$ cat src/rtl/aes_ctrl_pkg.sv
// Shared definitions for the AES core scheduler slice.
//   BLK_W     : plaintext/key/ciphertext width, fixed to the AES_top width
//   state_t   : scheduler FSM states
//   req_id_t  : requester identifier (0 = req0, 1 = req1)
package aes_ctrl_pkg;

  localparam int BLK_W = 128;

  typedef enum logic [1:0] {
    S_IDLE  = 2'd0,
    S_ISSUE = 2'd1,
    S_RESP  = 2'd2,
    S_GAP   = 2'd3
  } state_t;

  typedef logic req_id_t;

endpackage

$ cat src/rtl/aes_core_sched_if.sv
// Bundle of every handshake/bus signal around the AES core scheduler.
//   req0_* / req1_* : requester valid/ready handshake with plaintext and key
//   rsp_*           : response valid/ready handshake with id, ciphertext, error
//   core_*          : connection to AES_top (enable, data/key in, data out, valid)
//   busy            : scheduler not idle
// Modports:
//   slave  : the scheduler itself
//   master : the environment (requesters, response consumer, AES core)
interface aes_core_sched_if;
  import aes_ctrl_pkg::*;

  logic             req0_valid;
  logic             req0_ready;
  logic [BLK_W-1:0] req0_data;
  logic [BLK_W-1:0] req0_key;
  logic             req1_valid;
  logic             req1_ready;
  logic [BLK_W-1:0] req1_data;
  logic [BLK_W-1:0] req1_key;

  logic             rsp_valid;
  logic             rsp_ready;
  logic             rsp_id;
  logic [BLK_W-1:0] rsp_data;
  logic             rsp_err;

  logic             core_en;
  logic [BLK_W-1:0] core_data_in;
  logic [BLK_W-1:0] core_key_in;
  logic [BLK_W-1:0] core_data_out;
  logic             core_out_valid;

  logic             busy;

  modport slave (
    input  req0_valid, req0_data, req0_key,
    input  req1_valid, req1_data, req1_key,
    output req0_ready, req1_ready,
    output rsp_valid, rsp_id, rsp_data, rsp_err,
    input  rsp_ready,
    output core_en, core_data_in, core_key_in,
    input  core_data_out, core_out_valid,
    output busy
  );

  modport master (
    output req0_valid, req0_data, req0_key,
    output req1_valid, req1_data, req1_key,
    input  req0_ready, req1_ready,
    input  rsp_valid, rsp_id, rsp_data, rsp_err,
    output rsp_ready,
    input  core_en, core_data_in, core_key_in,
    output core_data_out, core_out_valid,
    input  busy
  );

endinterface

$ cat src/rtl/aes_rr_arb2.sv
// Two-way round-robin arbiter, purely combinational.
//   req  : request vector {req1, req0}
//   last : requester granted most recently
//   gnt  : one-hot grant vector (all zero when nobody requests)
//   id   : index of the granted requester (0 when nobody requests)
module aes_rr_arb2
  import aes_ctrl_pkg::*;
(
  input  logic [1:0] req,
  input  req_id_t    last,
  output logic [1:0] gnt,
  output req_id_t    id
);

  always_comb begin
    gnt = 2'b00;
    id  = 1'b0;
    case (req)
      2'b01: begin
        gnt = 2'b01;
        id  = 1'b0;
      end
      2'b10: begin
        gnt = 2'b10;
        id  = 1'b1;
      end
      2'b11: begin
        // Contention: the requester that did not win last time goes first.
        id  = ~last;
        gnt = last ? 2'b01 : 2'b10;
      end
      default: begin
        gnt = 2'b00;
        id  = 1'b0;
      end
    endcase
  end

endmodule

$ cat src/rtl/aes_core_sched.sv
// Shares one AES_top encryption core between two requesters.
// Round-robin grant, registers the winning block+key onto the core inputs,
// holds core_en high until the core reports a result (or a timeout expires),
// presents the result on the response handshake, then idles the core for
// GAP_CYCLES before the next grant.
// Ports:
//   AES_clk    : clock, rising edge
//   AES_rst_n  : asynchronous active-low reset
//   bus        : aes_core_sched_if.slave (requesters, response, AES core, busy)
// Parameters:
//   TIMEOUT    : max cycles core_en stays high without core_out_valid
//   CNT_W      : timeout counter width, 2**CNT_W > TIMEOUT
//   GAP_CYCLES : cycles core_en is held low between operations (>= 1)
module aes_core_sched
  import aes_ctrl_pkg::*;
#(
  parameter int TIMEOUT    = 255,
  parameter int CNT_W      = 8,
  parameter int GAP_CYCLES = 1
) (
  input  logic             AES_clk,
  input  logic             AES_rst_n,
  aes_core_sched_if.slave  bus
);

  localparam int GAP_W = (GAP_CYCLES > 1) ? $clog2(GAP_CYCLES) : 1;

  state_t           state;
  state_t           state_nxt;
  logic [CNT_W-1:0] cnt;
  logic [CNT_W-1:0] cnt_inc;
  logic [GAP_W-1:0] gap_cnt;
  req_id_t          last_grant;
  req_id_t          gnt_id;
  req_id_t          id_q;
  logic [1:0]       gnt;
  logic [BLK_W-1:0] data_q;
  logic [BLK_W-1:0] key_q;
  logic [BLK_W-1:0] rsp_data_q;
  logic             rsp_err_q;

  logic             accept;
  logic             timeout_hit;
  logic             gap_done;
  logic             req0_ready_c;
  logic             req1_ready_c;
  logic             core_en_c;
  logic             rsp_valid_c;
  logic             busy_c;

  aes_rr_arb2 u_arb (
    .req  ({bus.req1_valid, bus.req0_valid}),
    .last (last_grant),
    .gnt  (gnt),
    .id   (gnt_id)
  );

  // cnt counts completed ISSUE cycles; the TIMEOUT-th high cycle is the last.
  assign cnt_inc     = cnt + CNT_W'(1);
  assign timeout_hit = (cnt_inc == CNT_W'(TIMEOUT));
  assign gap_done    = (gap_cnt == GAP_W'(GAP_CYCLES - 1));

  always_ff @(posedge AES_clk or negedge AES_rst_n) begin
    if (!AES_rst_n) begin
      state <= S_IDLE;
    end else begin
      state <= state_nxt;
    end
  end

  always_comb begin
    state_nxt    = state;
    accept       = 1'b0;
    req0_ready_c = 1'b0;
    req1_ready_c = 1'b0;
    core_en_c    = 1'b0;
    rsp_valid_c  = 1'b0;
    busy_c       = 1'b1;
    case (state)
      S_IDLE: begin
        busy_c       = 1'b0;
        req0_ready_c = gnt[0];
        req1_ready_c = gnt[1];
        // The arbiter only grants a requester that is valid.
        accept       = |gnt;
        if (accept) state_nxt = S_ISSUE;
      end
      S_ISSUE: begin
        core_en_c = 1'b1;
        if (bus.core_out_valid || timeout_hit) state_nxt = S_RESP;
      end
      S_RESP: begin
        rsp_valid_c = 1'b1;
        if (bus.rsp_ready) state_nxt = S_GAP;
      end
      S_GAP: begin
        if (gap_done) state_nxt = S_IDLE;
      end
      default: state_nxt = S_IDLE;
    endcase
  end

  // Accept edge: latch core inputs; ISSUE: capture result or timeout.
  always_ff @(posedge AES_clk or negedge AES_rst_n) begin
    if (!AES_rst_n) begin
      data_q     <= '0;
      key_q      <= '0;
      id_q       <= 1'b0;
      last_grant <= 1'b1;
      cnt        <= '0;
      gap_cnt    <= '0;
      rsp_data_q <= '0;
      rsp_err_q  <= 1'b0;
    end else begin
      if (accept) begin
        data_q     <= gnt_id ? bus.req1_data : bus.req0_data;
        key_q      <= gnt_id ? bus.req1_key  : bus.req0_key;
        id_q       <= gnt_id;
        last_grant <= gnt_id;
        cnt        <= '0;
      end
      if (state == S_ISSUE) begin
        cnt <= cnt_inc;
        // A result arriving in the timeout cycle still counts as success.
        if (bus.core_out_valid) begin
          rsp_data_q <= bus.core_data_out;
          rsp_err_q  <= 1'b0;
        end else if (timeout_hit) begin
          rsp_data_q <= '0;
          rsp_err_q  <= 1'b1;
        end
      end
      if (state == S_RESP && bus.rsp_ready) begin
        gap_cnt <= '0;
      end
      if (state == S_GAP) begin
        gap_cnt <= gap_cnt + GAP_W'(1);
      end
    end
  end

  assign bus.req0_ready   = req0_ready_c;
  assign bus.req1_ready   = req1_ready_c;
  assign bus.core_en      = core_en_c;
  assign bus.core_data_in = data_q;
  assign bus.core_key_in  = key_q;
  assign bus.rsp_valid    = rsp_valid_c;
  assign bus.rsp_id       = id_q;
  assign bus.rsp_data     = rsp_data_q;
  assign bus.rsp_err      = rsp_err_q;
  assign bus.busy         = busy_c;

endmodule

$ cat src/flat_wrapper.sv
// flat-port wrapper written by rule: the top's interface ports become plain ports
module aes_core_sched_flat import aes_ctrl_pkg::*;
#(
  parameter int TIMEOUT    = 255,
  parameter int CNT_W      = 8,
  parameter int GAP_CYCLES = 1
)
  (AES_clk, AES_rst_n, bus_req0_valid, bus_req0_data, bus_req0_key, bus_req1_valid, bus_req1_data, bus_req1_key, bus_req0_ready, bus_req1_ready, bus_rsp_valid, bus_rsp_id, bus_rsp_data, bus_rsp_err, bus_rsp_ready, bus_core_en, bus_core_data_in, bus_core_key_in, bus_core_data_out, bus_core_out_valid, bus_busy);
  aes_core_sched_if bus_i ();
  input  logic AES_clk;
  input  logic AES_rst_n;
  input wire logic [$bits(bus_i.req0_valid)-1:0] bus_req0_valid;
  input wire logic [$bits(bus_i.req0_data)-1:0] bus_req0_data;
  input wire logic [$bits(bus_i.req0_key)-1:0] bus_req0_key;
  input wire logic [$bits(bus_i.req1_valid)-1:0] bus_req1_valid;
  input wire logic [$bits(bus_i.req1_data)-1:0] bus_req1_data;
  input wire logic [$bits(bus_i.req1_key)-1:0] bus_req1_key;
  output wire logic [$bits(bus_i.req0_ready)-1:0] bus_req0_ready;
  output wire logic [$bits(bus_i.req1_ready)-1:0] bus_req1_ready;
  output wire logic [$bits(bus_i.rsp_valid)-1:0] bus_rsp_valid;
  output wire logic [$bits(bus_i.rsp_id)-1:0] bus_rsp_id;
  output wire logic [$bits(bus_i.rsp_data)-1:0] bus_rsp_data;
  output wire logic [$bits(bus_i.rsp_err)-1:0] bus_rsp_err;
  input wire logic [$bits(bus_i.rsp_ready)-1:0] bus_rsp_ready;
  output wire logic [$bits(bus_i.core_en)-1:0] bus_core_en;
  output wire logic [$bits(bus_i.core_data_in)-1:0] bus_core_data_in;
  output wire logic [$bits(bus_i.core_key_in)-1:0] bus_core_key_in;
  input wire logic [$bits(bus_i.core_data_out)-1:0] bus_core_data_out;
  input wire logic [$bits(bus_i.core_out_valid)-1:0] bus_core_out_valid;
  output wire logic [$bits(bus_i.busy)-1:0] bus_busy;
  assign bus_i.req0_valid = bus_req0_valid;
  assign bus_i.req0_data = bus_req0_data;
  assign bus_i.req0_key = bus_req0_key;
  assign bus_i.req1_valid = bus_req1_valid;
  assign bus_i.req1_data = bus_req1_data;
  assign bus_i.req1_key = bus_req1_key;
  assign bus_req0_ready = bus_i.req0_ready;
  assign bus_req1_ready = bus_i.req1_ready;
  assign bus_rsp_valid = bus_i.rsp_valid;
  assign bus_rsp_id = bus_i.rsp_id;
  assign bus_rsp_data = bus_i.rsp_data;
  assign bus_rsp_err = bus_i.rsp_err;
  assign bus_i.rsp_ready = bus_rsp_ready;
  assign bus_core_en = bus_i.core_en;
  assign bus_core_data_in = bus_i.core_data_in;
  assign bus_core_key_in = bus_i.core_key_in;
  assign bus_i.core_data_out = bus_core_data_out;
  assign bus_i.core_out_valid = bus_core_out_valid;
  assign bus_busy = bus_i.busy;
  aes_core_sched #(.TIMEOUT(TIMEOUT), .CNT_W(CNT_W), .GAP_CYCLES(GAP_CYCLES)) u_core (.AES_clk(AES_clk), .AES_rst_n(AES_rst_n), .bus(bus_i));
endmodule
$ cat config.mk
export PLATFORM = sky130hd
export DESIGN_NAME = aes_core_sched_flat
export DESIGN_NICKNAME = d
export VERILOG_FILES = /design/src/rtl/aes_ctrl_pkg.sv /design/src/rtl/aes_core_sched_if.sv /design/src/rtl/aes_rr_arb2.sv /design/src/rtl/aes_core_sched.sv /design/src/flat_wrapper.sv
export SDC_FILE = /design/constraint.sdc
export NUM_CORES = 1
export LEC_CHECK = 0
export ABC_CLOCK_PERIOD_IN_PS = 3900
export CAP_MARGIN = 20
export CORE_AREA = 8 8 401 403
export DETAILED_ROUTE_END_ITERATION = 8
export DIE_AREA = 0 0 409 411
export GPL_ROUTABILITY_DRIVEN = 0
export SYNTH_ARGS = -nofsm -noshare
export SYNTH_HDL_FRONTEND = slang
export SYNTH_SLANG_ARGS = --single-unit
$ cat constraint.sdc
create_clock -name AES_clk -period 3.9 [get_ports AES_clk]
set_input_delay 0.78 -clock AES_clk [delete_from_list [all_inputs] [get_ports AES_clk]]
set_output_delay 0.78 -clock AES_clk [all_outputs]
set_load 0.05 [all_outputs]
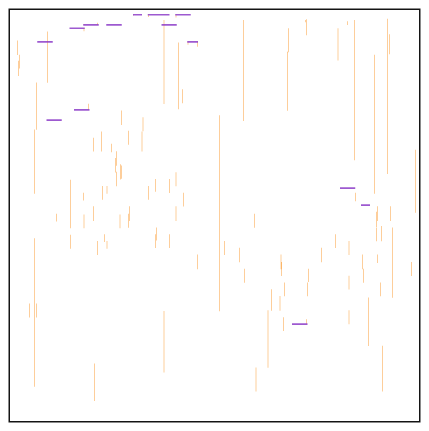
(routed metal, one color a layer)
Scale: 1 px per um. Two of the layers only.
Key: M4 = orange [wire length 2,750 um]; M5 = purple [wire length 182 um]
Routed WL per cell: 27.4 um
Total GRT Usage: 14.2%
total routed wirelength: 126,000 um
Via Count: 16,400

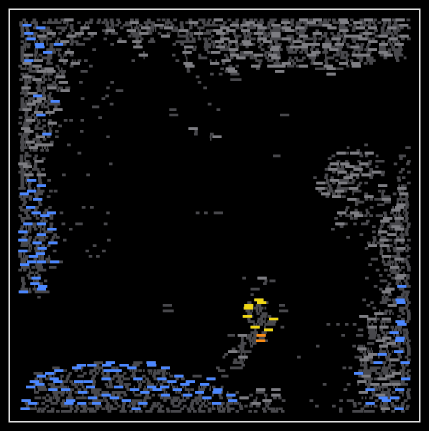
(where the registers sit)
Scale: 1 px per um. Other sequential cells in the stronger gray, the rest of the logic in the fainter gray.
Key: `u_core.state` = orange [sequential cells 2]; `u_core.bus.core_data_in` = blue [sequential cells 128]; `u_core.cnt` = yellow [sequential cells 8, where bottom center]
Another 260 sequential cells are not colored.

==> results_slide.txt <==
Flow Results at a Glance

Floorplanning
  – Area of the core: approximately 0.15 mm2
  – I/O pins: approximately 1,000
  – Count of standard-cell rows: 145

CTS
  – Post-CTS Resized: 0
  – Clk ins delay skew pair: 0.65 ns
  – Hold_buf cts: 0
  – Maximum clock insertion buffer count: 3
  – Number of clock sinks: slightly below 400
  – Post-CTS setup buffer count: 0
  – Clock transition time at the flip-flop clock pins of the worst setup and hold paths: approximately 0.060 ns
  – TritonCTS Buffers: around 53

Synthesis
  – Number of cells in Yosys stat: about 1,500
  – Distinct cell type count after synthesis: 35
  – Fa+ha+maj area frac: less than 1%
  – Area fraction in compound gates after synthesis: approximately 15%
  – Average cell area after synthesis: 11.5 um2
  – Net count after synthesis: 2,140
  – Synth area leaders: sky130_fd_sc_hd__dfrtp_1 58%, sky130_fd_sc_hd__mux2i_1 15%, sky130_fd_sc_hd__o21ai_0 7.7%, sky130_fd_sc_hd__a22o_1 6.6%, sky130_fd_sc_hd__nand2_1 5.8%
  – Main logic family after synthesis: multiplexers
  – Mapped Area: about 0.017 mm2
  – Fraction of registers with async set or reset after synthesis: 100%
  – Area reported by Yosys stat: between 0.015 and 0.02 mm2

STA
  – Final min period: just over 3 ns
  – Slew Viols, Final: 0
  – Hold slack: about 0.19 ns
  – Post-route clock skew: ~0.037 ns
  – Total negative setup slack: 0 ns
  – Fraction of the cycle the final worst path needs: about 79%

Pwr
  – Fraction of power consumed by sequential logic: between 20% and 30%
  – Power density over cell area: about 900 mW/mm2
  – Combinational group share of total power: between 50% and 60%
  – Switching Share: 49.7%
  – Largest power group: combinational cells
  – Static power due to leakage: between 10 and 15 nW
  – Net switching power figure: 14.4 mW
  – Combinational gate power: 16.3 mW

Run
  – OpenROAD warning count: roughly 46

Critical path
  – Setup slack of the worst register-to-register path: about 1.3 ns
  – Critical path peak fanout: 4

Drt
  – Starting DRC count in detailed routing: 1,208

Status
  – Outcome: finished clean

Min path
  – Hold/Removal Path Class: input port to asynchronous set/reset pin
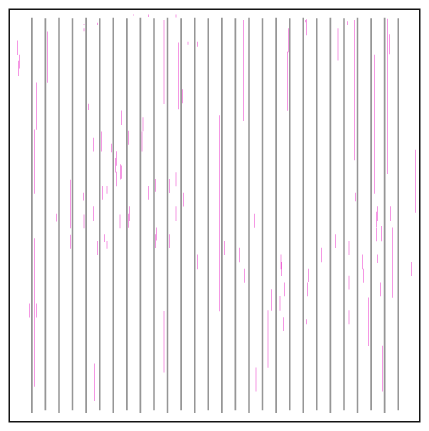
(metal 4)
Scale: 1 px per um. Supply wires on this layer in gray.
The wires run mostly vertical. The layer carries 2,750 um of wire. The layer holds 2.2% of the routed length. 87 nets have wire on it.

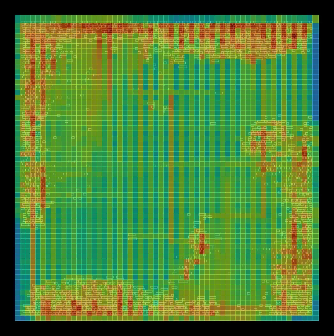
(congestion heat map)
busiest grt layer: met2
fraction of the core area covered by cells at the end of the flow: 20.6%
met2 track utilization from global routing: 23.3%

-- cell type report --
type	instances	area, um2
inverter	8	30.0
sequential	398	9960
clock inverter	29	400
tap	2058	2570
clock buffer	68	1470
multi-input combinational	966	6420
timing repair buffer	1079	10900
fill	16800	123000
antenna	13	32.5
-- critical path: stages (launching register included) --
cell	delay [ns]
sky130_fd_sc_hd__dfrtp_1	0.41
sky130_fd_sc_hd__inv_1	0.11
sky130_fd_sc_hd__ha_1	0.25
sky130_fd_sc_hd__clkdlybuf4s50_1	0.88
-- routing by layer --
metal  vias to the layer above  share of wire, %
met4                        28               2.2
met3                       237               9.8
met5                         -              0.14
met2                       840                46
li1                       7323                 -
met1                      7980                41
-- worst paths after layout --
path,startpoint,end,cells past startpoint
min in group AES_clk,u_core.bus.core_data_in[72],u_core.bus.core_data_in[72],2
max in group asynchronous,AES_rst_n,u_core.bus.core_data_in[28],2
worst min-delay path,AES_rst_n,u_core.bus.rsp_data[71],1
worst min register to register,u_core.bus.core_data_in[72],u_core.bus.core_data_in[72],2
worst max register to register,u_core.cnt[0],u_core.bus.rsp_data[46],7
worst max-delay path,u_core.state[0],bus_rsp_valid,3
-- per-stage QoR --
step                      instance area [um2]  instances  setup WS (ns)  utilization [%]  power, mW
after CTS                               31800       4606          0.760             20.5       29.4
after global routing                    31800       4606          0.756             20.5       30.4
after floorplan                         17100       1488           1.48                -       17.0
after global placement                  29900       4509          0.893             19.3       23.8
final                                   31800       4619          0.832             20.6       28.9
after detailed placement                29900       4509          0.856             19.3       23.9
-- sequential cells by signal, summed over array words and instances (netlist names) --
register,cells
u_core.bus.core_data_in,128
u_core.bus.core_key_in,128
u_core.bus.rsp_data,128
u_core.cnt,8
u_core.state,2
u_core.bus.rsp_err,1
u_core.bus.rsp_id,1
u_core.gap_cnt,1
u_core.last_grant,1
No activity file was given, so power comes from the tool's default toggle rates.
